Figure 1. Cell density map (run 1).
The die is cut into 22 by 22 equal tiles; white is low, dark blue is high, 0 to 100% covered.
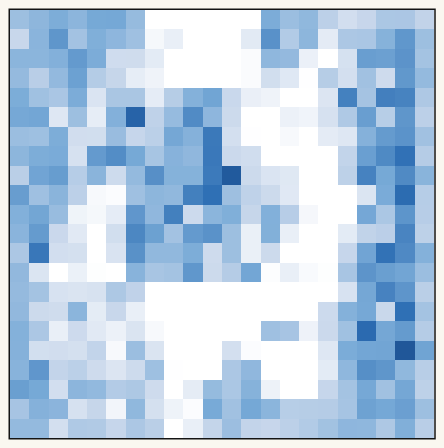
Figure 2. Placement view (run 1).
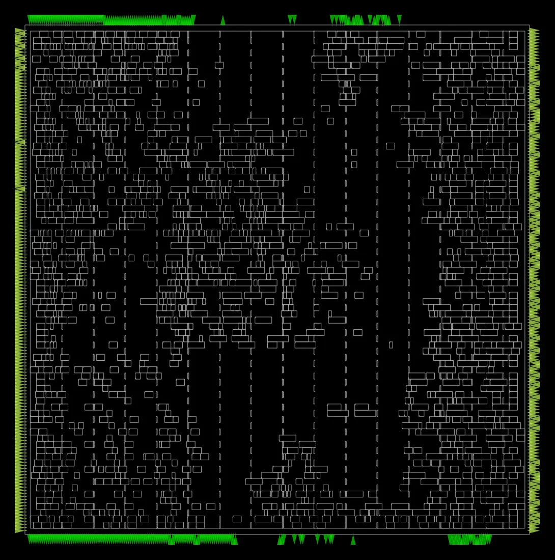
Figure 3. Sizing map (run 1).
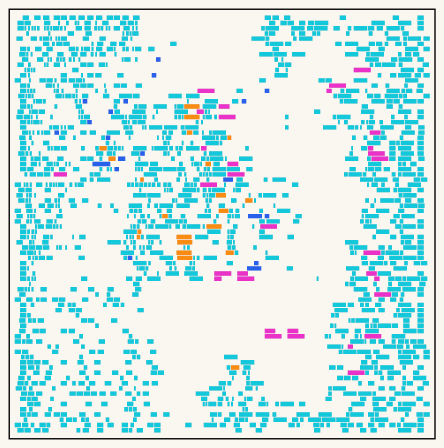
Figure 4. Ports around the boundary (run 1).
Bar = 50 um. Pins as bars across the die edge, other pins in grey.
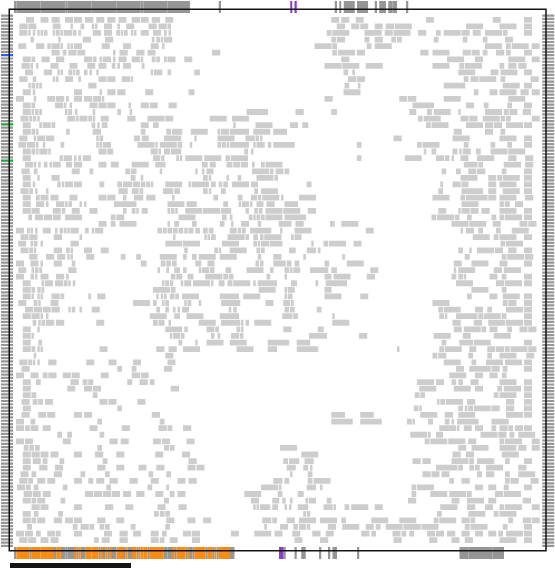
**src/rtl/mem_if_ctrl_if.sv**
```systemverilog
// mem_if_ctrl_if: bundles the cache-side and bus-side signals of mem_if_ctrl.
//   master : the controller (drives acc/rsp/proc2mem/status, samples requests
//            and mem2proc returns)
//   slave  : the environment (caches plus memory model)
// CNT_W sets the width of the unmatched-return counter.
interface mem_if_ctrl_if #(parameter int CNT_W = 8);
   // P0 (I-cache)
   logic             ic_req_i;
   logic [63:0]      ic_addr_i;
   logic             ic_flush_i;
   logic             ic_acc_o;
   logic             ic_rsp_vld_o;
   logic [3:0]       ic_rsp_tag_o;
   logic [63:0]      ic_rsp_data_o;
   // P1 (D-cache)
   logic             dc_req_i;
   logic [1:0]       dc_cmd_i;
   logic [63:0]      dc_addr_i;
   logic [63:0]      dc_data_i;
   logic             dc_acc_o;
   logic [3:0]       dc_acc_tag_o;
   logic             dc_rsp_vld_o;
   logic [3:0]       dc_rsp_tag_o;
   logic [63:0]      dc_rsp_data_o;
   // memory bus
   logic [1:0]       proc2mem_command_o;
   logic [63:0]      proc2mem_addr_o;
   logic [63:0]      proc2mem_data_o;
   logic [3:0]       mem2proc_response_i;
   logic [63:0]      mem2proc_data_i;
   logic [3:0]       mem2proc_tag_i;
   // status
   logic [3:0]       outst_cnt_o;
   logic [CNT_W-1:0] unmatched_cnt_o;

   modport master (
      input  ic_req_i, ic_addr_i, ic_flush_i,
      output ic_acc_o, ic_rsp_vld_o, ic_rsp_tag_o, ic_rsp_data_o,
      input  dc_req_i, dc_cmd_i, dc_addr_i, dc_data_i,
      output dc_acc_o, dc_acc_tag_o, dc_rsp_vld_o, dc_rsp_tag_o, dc_rsp_data_o,
      output proc2mem_command_o, proc2mem_addr_o, proc2mem_data_o,
      input  mem2proc_response_i, mem2proc_data_i, mem2proc_tag_i,
      output outst_cnt_o, unmatched_cnt_o
   );

   modport slave (
      output ic_req_i, ic_addr_i, ic_flush_i,
      input  ic_acc_o, ic_rsp_vld_o, ic_rsp_tag_o, ic_rsp_data_o,
      output dc_req_i, dc_cmd_i, dc_addr_i, dc_data_i,
      input  dc_acc_o, dc_acc_tag_o, dc_rsp_vld_o, dc_rsp_tag_o, dc_rsp_data_o,
      input  proc2mem_command_o, proc2mem_addr_o, proc2mem_data_o,
      output mem2proc_response_i, mem2proc_data_i, mem2proc_tag_i,
      input  outst_cnt_o, unmatched_cnt_o
   );
endinterface

```
**src/rtl/mem_if_ctrl.sv**
```systemverilog
// mem_if_ctrl: processor-side initiator for the tagged main-memory bus.
// Arbitrates I-cache loads (P0) and D-cache loads/stores (P1) onto one bus
// command per cycle, records the owner of each outstanding load tag and
// routes returned data to that owner one cycle after the bus returns it.
// Ports:
//   clk  - system clock
//   rst  - synchronous active-high reset
//   bus  - mem_if_ctrl_if.master: cache request/response, proc2mem/mem2proc
//          bus and outst/unmatched status counters
module mem_if_ctrl #(
   parameter int MAX_OUTST = 15,
   parameter int CNT_W     = 8
) (
   input  logic          clk,
   input  logic          rst,
   mem_if_ctrl_if.master bus
);

   typedef enum logic [1:0] {
      CMD_NONE  = 2'd0,
      CMD_LOAD  = 2'd1,
      CMD_STORE = 2'd2
   } bus_cmd_e;

   localparam logic RR_P0 = 1'b0;
   localparam logic RR_P1 = 1'b1;

   // Tag table, one bit per tag 1..15. own: 0 = P0, 1 = P1.
   logic [15:1] tbl_vld, tbl_own, tbl_drop;
   logic [15:1] vld_nxt, own_nxt, drop_nxt;
   logic [3:0]  cnt_nxt;

   logic             rr_q;
   logic [3:0]       outst_q;
   logic [CNT_W-1:0] unm_q;

   logic        ic_rsp_vld_q, dc_rsp_vld_q;
   logic [3:0]  ic_rsp_tag_q, dc_rsp_tag_q;
   logic [63:0] ic_rsp_data_q, dc_rsp_data_q;

   logic       room, ic_elig, dc_ld, dc_st, dc_elig;
   logic       gnt_ic, gnt_dc, acc, load_acc;
   logic [3:0] rsp_tag, ret_tag;
   logic       ret_hit, ret_miss, deliver;

   // ---------------- arbitration ----------------
   always_comb begin
      room    = outst_q < 4'(MAX_OUTST);
      // P0 requests are suppressed while flushing so nothing new escapes the flush
      ic_elig = bus.ic_req_i && !bus.ic_flush_i && room;
      dc_ld   = bus.dc_req_i && (bus.dc_cmd_i == CMD_LOAD);
      dc_st   = bus.dc_req_i && (bus.dc_cmd_i == CMD_STORE);
      dc_elig = dc_st || (dc_ld && room);
      gnt_dc  = dc_elig && (!ic_elig || rr_q == RR_P1);
      gnt_ic  = ic_elig && !gnt_dc;
      rsp_tag = bus.mem2proc_response_i;
      acc     = (gnt_ic || gnt_dc) && (rsp_tag != 4'd0);
      load_acc = acc && !(gnt_dc && dc_st);

      bus.proc2mem_command_o = CMD_NONE;
      bus.proc2mem_addr_o    = '0;
      bus.proc2mem_data_o    = '0;
      if (gnt_ic) begin
         bus.proc2mem_command_o = CMD_LOAD;
         bus.proc2mem_addr_o    = bus.ic_addr_i;
      end else if (gnt_dc) begin
         bus.proc2mem_command_o = dc_st ? CMD_STORE : CMD_LOAD;
         bus.proc2mem_addr_o    = bus.dc_addr_i;
         if (dc_st) bus.proc2mem_data_o = bus.dc_data_i;
      end
   end

   assign bus.ic_acc_o     = acc && gnt_ic;
   assign bus.dc_acc_o     = acc && gnt_dc;
   assign bus.dc_acc_tag_o = (acc && gnt_dc) ? rsp_tag : 4'd0;

   // ---------------- return lookup and table update ----------------
   always_comb begin
      ret_tag  = bus.mem2proc_tag_i;
      ret_hit  = (ret_tag != 4'd0) && tbl_vld[ret_tag];
      ret_miss = (ret_tag != 4'd0) && !tbl_vld[ret_tag];
      // a P0 load returning in a flush cycle is still outstanding, so it is discarded too
      deliver  = ret_hit && !tbl_drop[ret_tag] && !(bus.ic_flush_i && !tbl_own[ret_tag]);

      vld_nxt  = tbl_vld;
      own_nxt  = tbl_own;
      drop_nxt = tbl_drop;
      // clear before set so a tag recycled in the same cycle keeps its new entry
      if (ret_hit) vld_nxt[ret_tag] = 1'b0;
      if (load_acc) begin
         vld_nxt[rsp_tag]  = 1'b1;
         own_nxt[rsp_tag]  = gnt_dc;
         drop_nxt[rsp_tag] = 1'b0;
      end
      if (bus.ic_flush_i) begin
         for (int t = 1; t < 16; t++)
            if (vld_nxt[t] && !own_nxt[t]) drop_nxt[t] = 1'b1;
      end

      cnt_nxt = 4'd0;
      for (int t = 1; t < 16; t++) cnt_nxt = cnt_nxt + 4'(vld_nxt[t]);
   end

   always_ff @(posedge clk) begin
      if (rst) begin
         tbl_vld       <= '0;
         tbl_own       <= '0;
         tbl_drop      <= '0;
         rr_q          <= RR_P1;
         outst_q       <= 4'd0;
         unm_q         <= '0;
         ic_rsp_vld_q  <= 1'b0;
         ic_rsp_tag_q  <= 4'd0;
         ic_rsp_data_q <= '0;
         dc_rsp_vld_q  <= 1'b0;
         dc_rsp_tag_q  <= 4'd0;
         dc_rsp_data_q <= '0;
      end else begin
         tbl_vld  <= vld_nxt;
         tbl_own  <= own_nxt;
         tbl_drop <= drop_nxt;
         outst_q  <= cnt_nxt;
         // pointer moves to the port that did not just win
         if (acc) rr_q <= gnt_dc ? RR_P0 : RR_P1;
         if (ret_miss && (unm_q != '1)) unm_q <= unm_q + 1'b1;

         ic_rsp_vld_q  <= deliver && !tbl_own[ret_tag];
         ic_rsp_tag_q  <= (deliver && !tbl_own[ret_tag]) ? ret_tag : 4'd0;
         ic_rsp_data_q <= (deliver && !tbl_own[ret_tag]) ? bus.mem2proc_data_i : '0;
         dc_rsp_vld_q  <= deliver && tbl_own[ret_tag];
         dc_rsp_tag_q  <= (deliver && tbl_own[ret_tag]) ? ret_tag : 4'd0;
         dc_rsp_data_q <= (deliver && tbl_own[ret_tag]) ? bus.mem2proc_data_i : '0;
      end
   end

   assign bus.ic_rsp_vld_o    = ic_rsp_vld_q;
   assign bus.ic_rsp_tag_o    = ic_rsp_tag_q;
   assign bus.ic_rsp_data_o   = ic_rsp_data_q;
   assign bus.dc_rsp_vld_o    = dc_rsp_vld_q;
   assign bus.dc_rsp_tag_o    = dc_rsp_tag_q;
   assign bus.dc_rsp_data_o   = dc_rsp_data_q;
   assign bus.outst_cnt_o     = outst_q;
   assign bus.unmatched_cnt_o = unm_q;

endmodule

```
**src/flat_wrapper.sv**
```systemverilog
// flat-port wrapper written by rule: the top's interface ports become plain ports
module mem_if_ctrl_flat 
#(
   parameter int MAX_OUTST = 15,
   parameter int CNT_W     = 8
)
  (clk, rst, bus_ic_req_i, bus_ic_addr_i, bus_ic_flush_i, bus_ic_acc_o, bus_ic_rsp_vld_o, bus_ic_rsp_tag_o, bus_ic_rsp_data_o, bus_dc_req_i, bus_dc_cmd_i, bus_dc_addr_i, bus_dc_data_i, bus_dc_acc_o, bus_dc_acc_tag_o, bus_dc_rsp_vld_o, bus_dc_rsp_tag_o, bus_dc_rsp_data_o, bus_proc2mem_command_o, bus_proc2mem_addr_o, bus_proc2mem_data_o, bus_mem2proc_response_i, bus_mem2proc_data_i, bus_mem2proc_tag_i, bus_outst_cnt_o, bus_unmatched_cnt_o);
  mem_if_ctrl_if #(.CNT_W(CNT_W)) bus_i ();
  input  logic clk;
  input  logic rst;
  input wire logic [$bits(bus_i.ic_req_i)-1:0] bus_ic_req_i;
  input wire logic [$bits(bus_i.ic_addr_i)-1:0] bus_ic_addr_i;
  input wire logic [$bits(bus_i.ic_flush_i)-1:0] bus_ic_flush_i;
  output wire logic [$bits(bus_i.ic_acc_o)-1:0] bus_ic_acc_o;
  output wire logic [$bits(bus_i.ic_rsp_vld_o)-1:0] bus_ic_rsp_vld_o;
  output wire logic [$bits(bus_i.ic_rsp_tag_o)-1:0] bus_ic_rsp_tag_o;
  output wire logic [$bits(bus_i.ic_rsp_data_o)-1:0] bus_ic_rsp_data_o;
  input wire logic [$bits(bus_i.dc_req_i)-1:0] bus_dc_req_i;
  input wire logic [$bits(bus_i.dc_cmd_i)-1:0] bus_dc_cmd_i;
  input wire logic [$bits(bus_i.dc_addr_i)-1:0] bus_dc_addr_i;
  input wire logic [$bits(bus_i.dc_data_i)-1:0] bus_dc_data_i;
  output wire logic [$bits(bus_i.dc_acc_o)-1:0] bus_dc_acc_o;
  output wire logic [$bits(bus_i.dc_acc_tag_o)-1:0] bus_dc_acc_tag_o;
  output wire logic [$bits(bus_i.dc_rsp_vld_o)-1:0] bus_dc_rsp_vld_o;
  output wire logic [$bits(bus_i.dc_rsp_tag_o)-1:0] bus_dc_rsp_tag_o;
  output wire logic [$bits(bus_i.dc_rsp_data_o)-1:0] bus_dc_rsp_data_o;
  output wire logic [$bits(bus_i.proc2mem_command_o)-1:0] bus_proc2mem_command_o;
  output wire logic [$bits(bus_i.proc2mem_addr_o)-1:0] bus_proc2mem_addr_o;
  output wire logic [$bits(bus_i.proc2mem_data_o)-1:0] bus_proc2mem_data_o;
  input wire logic [$bits(bus_i.mem2proc_response_i)-1:0] bus_mem2proc_response_i;
  input wire logic [$bits(bus_i.mem2proc_data_i)-1:0] bus_mem2proc_data_i;
  input wire logic [$bits(bus_i.mem2proc_tag_i)-1:0] bus_mem2proc_tag_i;
  output wire logic [$bits(bus_i.outst_cnt_o)-1:0] bus_outst_cnt_o;
  output wire logic [$bits(bus_i.unmatched_cnt_o)-1:0] bus_unmatched_cnt_o;
  assign bus_i.ic_req_i = bus_ic_req_i;
  assign bus_i.ic_addr_i = bus_ic_addr_i;
  assign bus_i.ic_flush_i = bus_ic_flush_i;
  assign bus_ic_acc_o = bus_i.ic_acc_o;
  assign bus_ic_rsp_vld_o = bus_i.ic_rsp_vld_o;
  assign bus_ic_rsp_tag_o = bus_i.ic_rsp_tag_o;
  assign bus_ic_rsp_data_o = bus_i.ic_rsp_data_o;
  assign bus_i.dc_req_i = bus_dc_req_i;
  assign bus_i.dc_cmd_i = bus_dc_cmd_i;
  assign bus_i.dc_addr_i = bus_dc_addr_i;
  assign bus_i.dc_data_i = bus_dc_data_i;
  assign bus_dc_acc_o = bus_i.dc_acc_o;
  assign bus_dc_acc_tag_o = bus_i.dc_acc_tag_o;
  assign bus_dc_rsp_vld_o = bus_i.dc_rsp_vld_o;
  assign bus_dc_rsp_tag_o = bus_i.dc_rsp_tag_o;
  assign bus_dc_rsp_data_o = bus_i.dc_rsp_data_o;
  assign bus_proc2mem_command_o = bus_i.proc2mem_command_o;
  assign bus_proc2mem_addr_o = bus_i.proc2mem_addr_o;
  assign bus_proc2mem_data_o = bus_i.proc2mem_data_o;
  assign bus_i.mem2proc_response_i = bus_mem2proc_response_i;
  assign bus_i.mem2proc_data_i = bus_mem2proc_data_i;
  assign bus_i.mem2proc_tag_i = bus_mem2proc_tag_i;
  assign bus_outst_cnt_o = bus_i.outst_cnt_o;
  assign bus_unmatched_cnt_o = bus_i.unmatched_cnt_o;
  mem_if_ctrl #(.MAX_OUTST(MAX_OUTST), .CNT_W(CNT_W)) u_core (.clk(clk), .rst(rst), .bus(bus_i));
endmodule
```
**config.mk**
```make
export PLATFORM = sky130hd
export DESIGN_NAME = mem_if_ctrl_flat
export DESIGN_NICKNAME = d
export VERILOG_FILES = /design/src/rtl/mem_if_ctrl_if.sv /design/src/rtl/mem_if_ctrl.sv /design/src/flat_wrapper.sv
export SDC_FILE = /design/constraint.sdc
export NUM_CORES = 1
export LEC_CHECK = 0
export CAP_MARGIN = 20
export CORE_AREA = 2 2 219 221
export DETAILED_ROUTE_END_ITERATION = 8
export DIE_AREA = 0 0 221 223
export PLACE_DENSITY = 0.48
export RECOVER_POWER = 50
export SYNTH_ARGS = -nofsm -noshare
export SYNTH_HDL_FRONTEND = slang
export SYNTH_SLANG_ARGS = --single-unit
export TNS_END_PERCENT = 10
```
**constraint.sdc**
```tcl
create_clock -name clk -period 9.6 [get_ports clk]
set_clock_uncertainty 0.05 [all_clocks]
set_input_delay 0.96 -clock clk [delete_from_list [all_inputs] [get_ports clk]]
set_output_delay 0.96 -clock clk [all_outputs]
set_load 0.1 [all_outputs]
```
==> flow_metrics.env, run 1 <==
# flow metrics
export IMPL_initialDrtViolationCount=354
export IMPL_arrival_ns=6.62
export IMPL_path_max_fanout=66
export IMPL_crit_path_end_kind="output port"
export IMPL_synthFlopType="dfxtp_1"
export IMPL_timing_max_cap_violations=3
export IMPL_root_buffer="clkbuf_16"
export IMPL_die_y_um=223
export IMPL_port_buffers=556
export IMPL_p_per_area_nw_per_um2=143
export IMPL_post_cts_setup_buffer_count=0
export IMPL_vias=9087
export IMPL_ant_nets=0
export IMPL_holdPathStages=2
export IMPL_outcome="finished, violations left"
export IMPL_grt_usage=0.172
export IMPL_required_ns=8.59
export IMPL_tightestPinTransition_ns=2.99
export IMPL_comb_cell_share=0.276
export IMPL_rr_worst_depth=14
export IMPL_report_final_slew_viol_count=138
export IMPL_cp_start_kind="input pin"
export IMPL_setup_slack_ns=1.97
export IMPL_wl_met1_um=16800
export IMPL_synth_area_sq_um=8600
export IMPL_wl_met3_um=3510
export IMPL_finalClockPeriodUsage=0.795
export IMPL_async_reset_ff_frac=0
export IMPL_antenna_cells=4
export IMPL_met2_wirelength_um=23200
export IMPL_violations="max-capacitance violations, max-slew violations"
export IMPL_fp_row_count=80
export IMPL_drc_errors=0
export IMPL_cts_htree_levels=4
export IMPL_synth_edff_count=0
export IMPL_grt_pass1_vias=9047
export IMPL_layout_cells_most_common="clkdlybuf4s50_1"
export IMPL_post_route_min_period_ns=7.63
export IMPL_rsz0062_at_grt="false"
About Figure 1:
fullest tile: 84%
emptiest ninth of the die: south
tiles over 75% full: 1.0%
mean over tiles: 30%
nearly empty tiles: 19%

About Figure 2:
fraction of area in registers: 0.257
flip-flops: 196
FILL cells: 5016
Core ar.: 47100 sq um
utilization after layout: 0.324

About Figure 3:
legend:
  cyan:
    size: drive 1 or less
    cells: 1445
    share: 95%
    most_used: clkdlybuf4s50_1
  blue:
    size: drive 3 to 4
    cells: 20
    share: 1.3%
    most_used: buf_4
  orange:
    size: drive 2
    cells: 21
    share: 1.4%
    most_used: mux4_2
  magenta:
    size: drive 6 and up
    cells: 32
    share: 2.1%
    most_used: clkbuf_16

About Figure 4:
legend:
  orange:
    port: bus_proc2mem_data_o
    pins: 64
    direction: output
    edge: south
  purple:
    port: bus_mem2proc_tag_i
    pins: 4
    direction: input
    edge: 2 north, 2 south
  green:
    port: bus_dc_cmd_i
    pins: 2
    direction: input
    edge: west
  blue:
    port: bus_dc_acc_o
    pins: 1
    direction: output
    edge: west
all pins by edge: 162 west, 162 east, 130 south, 103 north

run 1: critical path: stages:
cell and delay [ns]:
dlygate4sd3_1 0.54, clkbuf_1 0.54, nand2b_1 0.48, nor2_4 0.12
clkbuf_1 2.11, nand3_1 0.33, nand2_1 0.28, clkdlybuf4s50_1 1.21
run 1: per-stage QoR:
| step | utilization | total power [mW] |
|---|---|---|
| final | 0.324 | 2.18 |
| after CTS | 0.326 | 2.22 |
| after global placement | 0.312 | 1.47 |
| after global routing | 0.324 | 2.26 |
| after detailed placement | 0.313 | 1.48 |
| after floorplan | - | 1.23 |
run 1: final timing paths:
| path | start | end | slack [ns] |
|---|---|---|---|
| setup / recovery | bus_ic_flush_i | bus_proc2mem_addr_o[37] | 1.97 |
| hold / removal | u_core.tbl_drop[9] | u_core.tbl_drop[9] | 0.43 |
| setup reg to reg | u_core.bus.outst_cnt_o[3] | u_core.bus.outst_cnt_o[2] | 4.13 |
| hold reg to reg | u_core.tbl_drop[9] | u_core.tbl_drop[9] | 0.43 |
run 1: state kept, by name, summed over array words and instances, names as in the netlist:
| register | count |
|---|---|
| u_core.bus.dc_rsp_data_o | 64 |
| u_core.bus.dc_rsp_tag_o | 4 |
| u_core.bus.dc_rsp_vld_o | 1 |
| u_core.bus.ic_rsp_data_o | 64 |
| u_core.bus.ic_rsp_tag_o | 4 |
| u_core.bus.ic_rsp_vld_o | 1 |
| u_core.bus.outst_cnt_o | 4 |
| u_core.bus.unmatched_cnt_o | 8 |
| u_core.rr_q | 1 |
| u_core.tbl_drop | 15 |
| u_core.tbl_own | 15 |
| u_core.tbl_vld | 15 |
run 1: synthesized netlist by cell type (8+ instances only):
cell type  number  area, sq um
nand3_1        67          335
nor2b_1        18          113
fa_1            9          180
nor3_1          8         40.0
nand2b_1        9         56.3
nor2_1         37          139
clkbuf_1       54          203
nand4_1        14         87.6
inv_1          31          116
and2_1        126          788
nor4_1         20          125
dfxtp_1       196         3920
o21ai_0        29          145
nand2_1       163          612
a21oi_1        24          120
and3_1         68          425
mux2i_1         8         80.1
run 1: report_power, final:
group	leakage [nW]	switching, mW	internal, mW
Combinational	4.83	0.425	0.191
Sequential	1.58	0.00604	0.824
Clock	0.294	0.378	0.356
Total	6.71	0.809	1.37
run 1: cells by family after synthesis:
| group | Yosys count | share of synthesized area |
|---|---|---|
| adders and majority gates | 16 | 0.0311 |
| muxes | 22 | 0.0372 |
| AOI/OAI and AO/OA | 98 | 0.0839 |
| buffers and inverters | 103 | 0.0507 |
| DFF | 196 | 0.456 |
| xor gates and xnor gates | 2 | 0.00204 |
| and+or+nand+nor | 552 | 0.339 |
run 1: per-layer routing:
layer / global-route usage / vias to the layer above
met4: 0.0411 / 4
met3: 0.0502 / 30
met2: 0.326 / 412
met1: 0.186 / 4254
li1: - / 4387
met5: 0 / -
Figure 5. Close-up of the layout (run 1).
Region (156, 157) to (176, 177) um. Cells in grey, sequential cells in the stronger grey; small squares are vias.
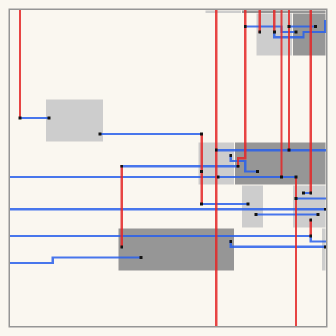

==> run 2, diff against run 1 <==
--- a/config.mk
+++ b/config.mk
@@ -6,10 +6,10 @@
 export NUM_CORES = 1
 export LEC_CHECK = 0
 export CAP_MARGIN = 20
-export CORE_AREA = 2 2 219 221
+export CORE_AREA = 2 2 215 217
 export DETAILED_ROUTE_END_ITERATION = 8
-export DIE_AREA = 0 0 221 223
-export PLACE_DENSITY = 0.48
+export DIE_AREA = 0 0 217 219
+export PLACE_DENSITY = 0.5
 export RECOVER_POWER = 50
 export SYNTH_ARGS = -nofsm -noshare
 export SYNTH_HDL_FRONTEND = slang
==> constraint.sdc (replaced) <==
create_clock -name clk -period 7.2 [get_ports clk]
set_clock_uncertainty 0.05 [all_clocks]
set_input_delay 0.72 -clock clk [delete_from_list [all_inputs] [get_ports clk]]
set_output_delay 0.72 -clock clk [all_outputs]
set_load 0.1 [all_outputs]
Figure 6. Close-up of the layout (run 2).
Region (153, 154) to (173, 174) um. Cells in grey, sequential cells in the stronger grey; small squares are vias.
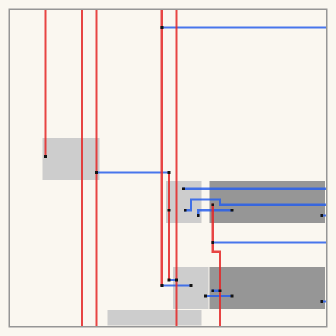
legend:
  blue:
    layer: met1
  red:
    layer: met2
netlist names of flops here include: u_core.bus.dc_rsp_data_o (1), u_core.bus.ic_rsp_data_o (1)
sequential cells in the window: 2
cells with their middle in the window: 5
most frequent: dfxtp_1 (2)

==> flow_metrics.env, run 2 <==
# flow metrics
export IMPL_outcome="finished, violations left"
export IMPL_violations="max-capacitance violations, max-slew violations"
export IMPL_reg2reg_from="u_core.rr_q"
export IMPL_holdPathEnd="u_core.tbl_drop[9]"
export IMPL_switching_share=0.358
export IMPL_finalClockPeriodUsage=0.822
export IMPL_top_cells_by_area="dfxtp_1, and2_1, nand2_1"
export IMPL_rsz0062_at_grt="false"
export IMPL_top_cell="dfxtp_1"
export IMPL_arrival_ns=6.17
export IMPL_post_route_min_period_ns=5.92
export IMPL_fp_row_count=78
export IMPL_ant_nets=0
export IMPL_p_int_mw=1.87
export IMPL_grt_usage=0.171
export IMPL_worstReg2RegEnd="u_core.bus.outst_cnt_o[2]"
export IMPL_layout_cells_most_common="clkdlybuf4s50_1"
export IMPL_timing_reg2reg_setup_slack_ns=1.94
export IMPL_holdPathStages=2
export IMPL_top_cell_area_share=0.456
export IMPL_p_sw_mw=1.04
export IMPL_crit_path_end_kind="flip-flop"
export IMPL_fin_util=0.336
export IMPL_timing_max_cap_violations=3
export IMPL_required_ns=7.45
export IMPL_rr_worst_depth=15
export IMPL_path_max_fanout=13
export IMPL_report_final_slew_viol_count=124
export IMPL_drc_errors=0
export IMPL_clkPwrFrac=0.343
[run 2: area by class of cell]
class | instances | area [sq um]
timing repair buffer | 570 | 5510
multi-input combinational | 690 | 4240
sequential | 196 | 3920
clock buffer | 17 | 425
inverter | 31 | 116
tap | 600 | 751
fill | 4784 | 29900
clock inverter | 15 | 191
[run 2: critical path: stages]
cell and delay (ns):
dlygate4sd3_1 0.63, nand2b_1 0.29, o21ai_0 0.22, clkbuf_1 0.45, nand4_1 0.46, o21ai_0 0.46, fa_1 0.47, fa_1 0.51
fa_1 0.55, inv_1 0.05, fa_1 0.50, inv_1 0.04, ha_1 0.21, fa_1 0.39, xnor2_1 0.15, nor2_1 0.05
[run 2: worst max path at each step]
stage | from | end | slack [ns] | cells after the start
finish | bus_ic_flush_i | u_core.bus.outst_cnt_o[2] | 1.28 | 16
global route | bus_ic_flush_i | u_core.bus.outst_cnt_o[3] | 0.86 | 17
CTS | bus_ic_flush_i | u_core.bus.outst_cnt_o[3] | 1.68 | 17
detailed placement | bus_ic_flush_i | u_core.bus.outst_cnt_o[3] | 1.21 | 17
global placement | bus_ic_flush_i | u_core.bus.outst_cnt_o[3] | 1.26 | 17
floorplan | u_core.bus.outst_cnt_o[1] | u_core.bus.outst_cnt_o[3] | 2.00 | 17
[run 2: power by group through the flow]
stage	combinational, mW	sequential (mW)	clock [mW]
2_1_floorplan	0.421	1.22	0
3_3_place_gp	0.820	1.13	0
3_5_place_dp	0.822	1.13	0
4_1_cts	0.824	1.11	1.04
5_1_grt	0.844	1.11	1.08
6_report	0.810	1.11	1.00
[run 2: logic make-up (layout without fill, tap and decap cells)]
| kind of cell | Yosys count | count (layout) | share of synthesized area |
|---|---|---|---|
| simple gates | 552 | 552 | 0.339 |
| flops | 196 | 196 | 0.456 |
| buf+inv | 103 | 633 | 0.0507 |
| compound gates | 98 | 98 | 0.0839 |
| mux | 22 | 22 | 0.0372 |
| fa+ha+maj | 16 | 16 | 0.0311 |
| xor+xnor | 2 | 2 | 0.00204 |
[run 2: stage by stage]
stage               cell area [sq um]  worst slack [ns]  power [mW]
finish                          15200              1.28        2.92
global route                    15200             0.860        3.03
CTS                             15200              1.68        2.97
detailed placement              14600              1.21        1.95
global placement                14600              1.26        1.95
floorplan                        8600              2.00        1.64
[run 2: layer usage]
metal / GRT usage / vias to the layer above / part of all wire
met4: 0.0591 / 6 / 0.027
met2: 0.292 / 469 / 0.48
met3: 0.0585 / 47 / 0.093
met5: 0 / - / 0.0011
li1: - / 4370 / -
met1: 0.200 / 4274 / 0.40
No activity file was given, so power comes from the tool's default toggle rates.
